===== config.mk =====
export PLATFORM = sky130hd
export DESIGN_NAME = mhz1_bus_ctrl
export DESIGN_NICKNAME = d
export VERILOG_FILES = /design/src/rtl/mhz1_pkg.sv /design/src/rtl/mhz1_addr_decode.sv /design/src/rtl/mhz1_bus_ctrl.sv
export SDC_FILE = /design/constraint.sdc
export NUM_CORES = 1
export LEC_CHECK = 0
export ABC_AREA = 1
export CAP_MARGIN = 20
export CORE_MARGIN = 4
export CORE_UTILIZATION = 39
export DETAILED_ROUTE_END_ITERATION = 8
export PLACE_DENSITY = 0.84
export SETUP_SLACK_MARGIN = 0.05
export SLEW_MARGIN = 15
export SYNTH_ARGS = -nofsm -noshare
export SYNTH_HDL_FRONTEND = slang
export SYNTH_SLANG_ARGS = --single-unit
export TNS_END_PERCENT = 1

===== constraint.sdc =====
create_clock -name clk_48m -period 1.5 [get_ports clk_48m]
set_input_delay 0.3 -clock clk_48m [delete_from_list [all_inputs] [get_ports clk_48m]]
set_output_delay 0.3 -clock clk_48m [all_outputs]
set_load 0.01 [all_outputs]

===== src/rtl/mhz1_pkg.sv =====
// mhz1_pkg: shared types and constants for the 1 MHz bus controller.
//   mhz1_state_e : controller state encoding (IDLE, REQ, SYNC, HOLD)
//   *_BASE/*_MASK: 1 MHz peripheral regions, matched as (a & MASK) == BASE
//   in_region()  : region match helper used by the address decoder
package mhz1_pkg;

  typedef enum logic [1:0] {
    ST_IDLE = 2'd0,
    ST_REQ  = 2'd1,
    ST_SYNC = 2'd2,
    ST_HOLD = 2'd3
  } mhz1_state_e;

  // &FE00-&FE1F: CRTC, ACIA, SERPROC
  localparam logic [15:0] CRTC_ACIA_BASE = 16'hFE00;
  localparam logic [15:0] CRTC_ACIA_MASK = 16'hFFE0;
  // &FE40-&FE7F: system and user VIAs
  localparam logic [15:0] VIA_BASE       = 16'hFE40;
  localparam logic [15:0] VIA_MASK       = 16'hFFC0;
  // &FEC0-&FEDF: ADC
  localparam logic [15:0] ADC_BASE       = 16'hFEC0;
  localparam logic [15:0] ADC_MASK       = 16'hFFE0;
  // &FC00-&FDFF: FRED/JIM expansion pages
  localparam logic [15:0] FRED_JIM_BASE  = 16'hFC00;
  localparam logic [15:0] FRED_JIM_MASK  = 16'hFE00;

  function automatic logic in_region(input logic [15:0] a,
                                     input logic [15:0] base,
                                     input logic [15:0] mask);
    return (a & mask) == base;
  endfunction

endpackage


===== src/rtl/mhz1_addr_decode.sv =====
// mhz1_addr_decode: combinational 1 MHz peripheral map decode.
// Ports:
//   addr [ADDR_W-1:0] in  CPU address (low 16 bits are decoded)
//   slow              out address lies in a 1 MHz region
// Parameters:
//   ADDR_W        CPU address width (>= 16)
//   FRED_JIM_SLOW 1: &FC00-&FDFF also decoded as 1 MHz
module mhz1_addr_decode
  import mhz1_pkg::*;
#(
  parameter int ADDR_W        = 16,
  parameter int FRED_JIM_SLOW = 1
) (
  input  logic [ADDR_W-1:0] addr,
  output logic              slow
);

  logic [15:0] addr_lo;
  logic        fred_jim;

  assign addr_lo  = addr[15:0];
  assign fred_jim = (FRED_JIM_SLOW != 0) &&
                    in_region(addr_lo, FRED_JIM_BASE, FRED_JIM_MASK);

  assign slow = in_region(addr_lo, CRTC_ACIA_BASE, CRTC_ACIA_MASK) ||
                in_region(addr_lo, VIA_BASE, VIA_MASK)             ||
                in_region(addr_lo, ADC_BASE, ADC_MASK)             ||
                fred_jim;

endmodule


===== src/rtl/mhz1_bus_ctrl.sv =====
// mhz1_bus_ctrl: requests CPU cycle stretching for 1 MHz peripheral
// accesses and sequences one device strobe per stretched cycle.
// Ports:
//   clk_48m, reset_n  48 MHz clock, async active-low reset
//   cpu_clken         CPU advance enable (already stretched)
//   mhz2_clken        2 MHz enable (counter 23/47)
//   mhz1_clken        1 MHz enable (counter 47)
//   cpu_a, cpu_rnw    CPU address / read-not-write
//   mhz1_enable       stretch request to the clock-enable generator
//   mhz1_active       high while a 1 MHz access is in progress
//   mhz1_strobe       one-clk device strobe on the 1 MHz edge
//   mhz1_rnw/addr     access direction and address, latched at request
//   stretch_count     (only with MHZ1_STRETCH_CNT_EN) REQ entry count
// Build option: define MHZ1_STRETCH_CNT_EN to add stretch_count.
//
// state | meaning
// IDLE  | no access; looks for a slow address on the sample clk
// REQ   | stretch requested, waiting for the generator's 2 MHz edge
// SYNC  | request taken, waiting for the 1 MHz edge to strobe
// HOLD  | strobe done, waiting for the CPU to advance
module mhz1_bus_ctrl
  import mhz1_pkg::*;
#(
  parameter int ADDR_W        = 16,
  parameter int FRED_JIM_SLOW = 1
) (
  input  logic              clk_48m,
  input  logic              reset_n,
  input  logic              cpu_clken,
  input  logic              mhz2_clken,
  input  logic              mhz1_clken,
  input  logic [ADDR_W-1:0] cpu_a,
  input  logic              cpu_rnw,
  output logic              mhz1_enable,
  output logic              mhz1_active,
  output logic              mhz1_strobe,
  output logic              mhz1_rnw,
  output logic [ADDR_W-1:0] mhz1_addr
`ifdef MHZ1_STRETCH_CNT_EN
  ,
  output logic [15:0]       stretch_count
`endif
);

  mhz1_state_e       state_q, state_d;
  logic              samp_q;
  logic              is_slow;
  logic              enable_d;
  logic              active_d;
  logic              rnw_d;
  logic [ADDR_W-1:0] addr_d;

  mhz1_addr_decode #(
    .ADDR_W       (ADDR_W),
    .FRED_JIM_SLOW(FRED_JIM_SLOW)
  ) u_decode (
    .addr(cpu_a),
    .slow(is_slow)
  );

  always_ff @(posedge clk_48m or negedge reset_n) begin
    if (!reset_n) begin
      state_q     <= ST_IDLE;
      samp_q      <= 1'b0;
      mhz1_enable <= 1'b0;
      mhz1_active <= 1'b0;
      mhz1_rnw    <= 1'b0;
      mhz1_addr   <= '0;
    end else begin
      state_q     <= state_d;
      // The address is settled one clk after the CPU advanced.
      samp_q      <= cpu_clken;
      mhz1_enable <= enable_d;
      mhz1_active <= active_d;
      mhz1_rnw    <= rnw_d;
      mhz1_addr   <= addr_d;
    end
  end

  always_comb begin
    state_d     = state_q;
    enable_d    = mhz1_enable;
    active_d    = mhz1_active;
    rnw_d       = mhz1_rnw;
    addr_d      = mhz1_addr;
    mhz1_strobe = 1'b0;
    case (state_q)
      ST_IDLE: begin
        if (samp_q && is_slow) begin
          state_d  = ST_REQ;
          enable_d = 1'b1;
          active_d = 1'b1;
          rnw_d    = cpu_rnw;
          addr_d   = cpu_a;
        end
      end
      ST_REQ: begin
        if (cpu_clken) begin
          state_d  = ST_IDLE;
          enable_d = 1'b0;
          active_d = 1'b0;
          rnw_d    = 1'b0;
          addr_d   = '0;
        end else if (mhz2_clken) begin
          // Enable stays high one more clk so the generator sees it on
          // this 2 MHz edge; it is dropped from SYNC.
          state_d = ST_SYNC;
        end
      end
      ST_SYNC: begin
        enable_d = 1'b0;
        if (cpu_clken) begin
          state_d  = ST_IDLE;
          active_d = 1'b0;
          rnw_d    = 1'b0;
          addr_d   = '0;
        end else if (mhz1_clken) begin
          // A 1 MHz edge coinciding with REQ->SYNC entry was consumed in
          // REQ, so this is always the following 1 MHz edge.
          mhz1_strobe = 1'b1;
          state_d     = ST_HOLD;
        end
      end
      ST_HOLD: begin
        if (cpu_clken) begin
          state_d  = ST_IDLE;
          active_d = 1'b0;
        end
      end
      default: begin
        state_d  = ST_IDLE;
        enable_d = 1'b0;
        active_d = 1'b0;
      end
    endcase
  end

`ifdef MHZ1_STRETCH_CNT_EN
  logic req_entry;

  assign req_entry = (state_q == ST_IDLE) && (state_d == ST_REQ);

  always_ff @(posedge clk_48m or negedge reset_n) begin
    if (!reset_n) begin
      stretch_count <= 16'd0;
    end else if (req_entry) begin
      stretch_count <= stretch_count + 16'd1;
    end
  end
`endif

endmodule


Fig. 1: signal wires by layer
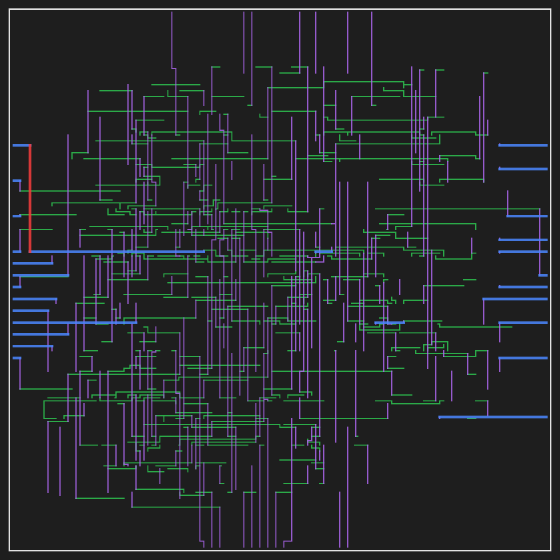
- met4: red (wire length 12.2 µm)
- met2: purple (wire length 1,460 µm)
- met3: blue (wire length 137 µm)
- met1: green (wire length 1,170 µm)
Post-Route WL: 2780 µm
DR vias: 1,120

Fig. 2: wire density map
The die is cut into 12 by 12 equal tiles; black is low, pale yellow is high, scaled to the fullest tile. Values are wire area over tile area, all layers added.
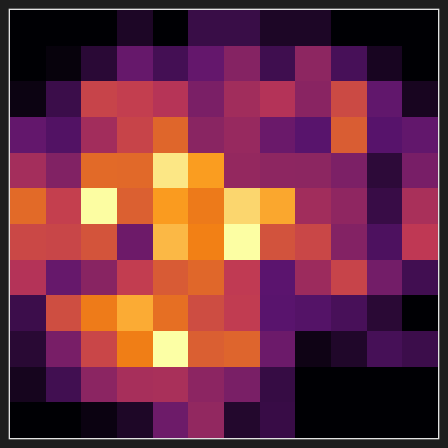
- fullest tile: 0.33
- densest ninth of the die: middle
- mean over tiles: 0.11
- nearly empty tiles: 15%
global-route usage over all layers: 0.151
WL per Instance: 11.7 µm

==> results.py <==
# Physical implementation metrics
metrics = {
    "synthesis": {
        "mux_share": 0,
        "syn-cell-area_um2": 1140,
        "ys_area_um2": 1140,
        "ys_top_logic_family": "simple AND/OR/NAND/NOR gates",
        "yosysWarnings": 0,
        "synth-xor-area-share": 0,
        "ys_seq_frac": 0.481,
        "top_cell": "nand2_1",
        "ys_cells": 147,
        "synth-edff-count": 0,
        "yosys-top-cells-count": "nand2_1, dfrtp_1, inv_1",
        "top_area_cell": "dfrtp_1",
        "area_leaders": "dfrtp_1, nand2_1, ha_1",
        "synthArstFlopShare": 1.00,
        "ff_type": "dfrtp_1",
        "top_cell_area_share": 0.481,
        "ys_sh_aoi": 0.0328,
        "syn_inst": 147,
        "syn-num-nets": 175,
        "syn_area_per_cell_um2": 7.78,
        "ys.flops": 22,
        "synth_cell_types": 16,
    },
    "final_timing": {
        "tightest_slew_ns": 0.287,
        "clock_skew_ns": 0.00288,
        "worst_slack_ns": -0.0403,
        "setup_tns_ns": -0.258,
        "fin_crit_sh": 1.03,
        "max_freq_mhz": 649,
        "worst_hold_slack_ns": 0.322,
        "rsz0062_at_grt": "true",
        "setup-violations-final": 11,
        "drv_slew": 0,
        "finalHoldViolCount": 0,
        "max_slew_margin": 0.809,
    },
    "grt": {
        "grtUsageMet1": 0.168,
        "grt_pass1_vias": 1127,
        "busiest_layer": "met2",
        "use_met3": 0.0306,
        "grt_max_degree": 23,
        "grtUsageMet2": 0.276,
        "grt_pass1_wl_um": 4770,
        "antenna_found_initial": 0,
    },
    "pwr": {
        "top_power_group": "combinational cells",
        "power_density_nw_per_um2": 2050,
        "seq-power_mw": 0.955,
        "leakagePower_nw": 1.03,
        "power_mw": 3.71,
        "vdd_ir_drop_max_mv": 1.40,
        "pg_clk_mw": 0.449,
        "seq_power_share": 0.257,
        "comb-power_mw": 2.31,
        "power_frac_clock": 0.121,
        "comb_power_share": 0.622,
        "swShare": 0.423,
        "power.switching_mw": 1.57,
    },
    "final_layout": {
        "clock_buffers": 3,
        "diodes": 0,
        "drive_gt1_frac": 0.194,
        "n_fill_cell": 253,
        "clk_share": 0.0290,
        "largestClassByArea": "multi-input combinational cells",
        "largest_reg_flops": 16,
        "layout_top_cell": "nand2_1",
        "multi_input_comb_cells": 102,
        "top_regs": "mhz1_addr: 16 flops, state_q: 2 flops",
        "final_area_um2": 1810,
        "buf_share": 0.296,
        "finish.utilization": 0.651,
        "nonClockInverterCount": 19,
        "buffers": 59,
        "seq_share": 0.304,
        "flops": 22,
        "logic_area_um2": 561,
        "comb_share": 0.309,
        "seqCellArea_um2": 551,
        "syn_to_final_growth_pct": 58.4,
        "final_cells": 237,
        "top_register": "mhz1_addr",
    },
    "routing": {
        "antenna_left": 0,
        "wl_met1_um": 1170,
        "drc": 0,
        "wl_met2_um": 1460,
        "first_pass_iters": 4,
        "top_layer": "met4",
        "drt_iter0_markers": 35,
        "met3_length_um": 136,
        "via_per_inst": 4.73,
    },
    "placed_design": {
        "io_buffer_count": 41,
        "dpl.hpwl_um": 2110,
        "place_inst": 229,
        "dpl_cell_area_um2": 1680,
        "gp_congestion": 0.843,
        "place_ws_ns": -0.366,
    },
    "worst_setup_path": {
        "critPathTopFamily": "buffers and inverters",
        "start_kind": "flip-flop",
        "cpMostUsedCell": "inv_2",
        "path_max_fanout": 6,
        "worstSetupPathType": "flip-flop to flip-flop",
        "crit_chain": "inv_2 -> buf_4 -> ha_4 -> inv_2 -> o21ai_4 -> buf_6 -> nand3_4 -> nand2_1",
        "worst-path-buf-inv": 4,
        "worstPathRequired_ns": 1.75,
        "crit_arrival_ns": 1.79,
        "slowest_stage": "dfrtp_1",
        "cpPeakStageDelay_ns": 0.39,
    },
    "outcome": {
        "status": "complete, but fails checks",
        "failed_checks": "negative setup slack",
    },
    "clocking": {
        "cts_root_buf": "clkbuf_4",
        "cts_buffers": 3,
        "ctsHtreeMaxLevel": 1,
        "cts_resized": 36,
        "clockBufferDepth": 2,
        "cts_setup_buffers": 1,
        "cts_hold_buf": 0,
        "clk_pin_slew_ns": 0.12,
        "clock_sinks": 22,
        "tritoncts": "built",
    },
    "floorplanning": {
        "dieArea_um2": 3860,
        "initCoreUtil": 0.411,
        "dieWidth_um": 62.2,
        "die_y_um": 62.2,
        "fp-row-count": 19,
        "io_pins": 42,
        "taps": 31,
        "core_area_um2": 2780,
    },
    "run": {
        "log.warning_count": 33,
    },
    "min_path": {
        "hp-class": "input pin to async pin",
    },
}
Fig. 3: M1 wires
Supply wires on this layer in grey.
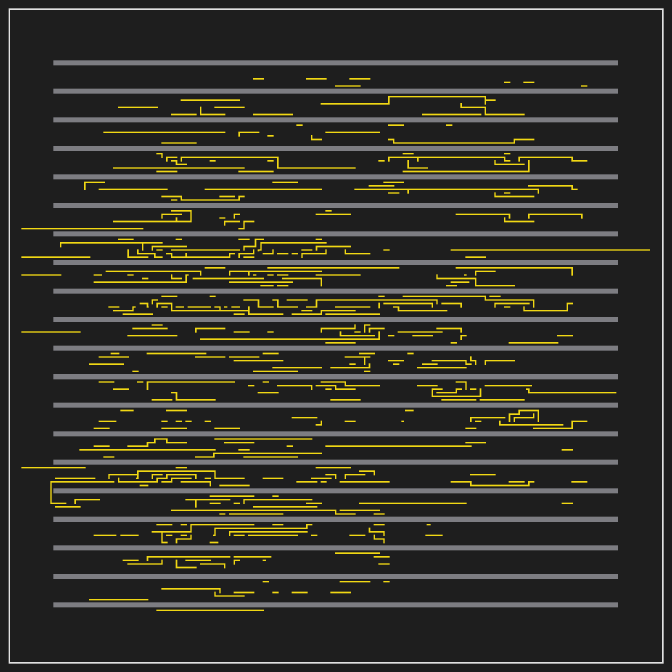
- share of all routed wire: 42%
- main direction: horizontal

==> final timing paths <==
kind | from | endpoint | slack, ns | cells after the start
worst max-delay path | state_q[0]$_DFFE_PN0P_ | mhz1_addr[12]$_DFFE_PN0P_ | -0.04 | 8
worst min register to register | mhz1_addr[3]$_DFFE_PN0P_ | mhz1_addr[3]$_DFFE_PN0P_ | 0.48 | 2
worst min-delay path | reset_n | mhz1_addr[1]$_DFFE_PN0P_ | 0.32 | 2
max in group asynchronous | reset_n | mhz1_addr[9]$_DFFE_PN0P_ | 0.95 | 2
worst max register to register | state_q[0]$_DFFE_PN0P_ | mhz1_addr[12]$_DFFE_PN0P_ | -0.04 | 8
min in group clk_48m | mhz1_addr[3]$_DFFE_PN0P_ | mhz1_addr[3]$_DFFE_PN0P_ | 0.48 | 2
Power figures rest on the tool's default switching activity, not on a simulated workload.
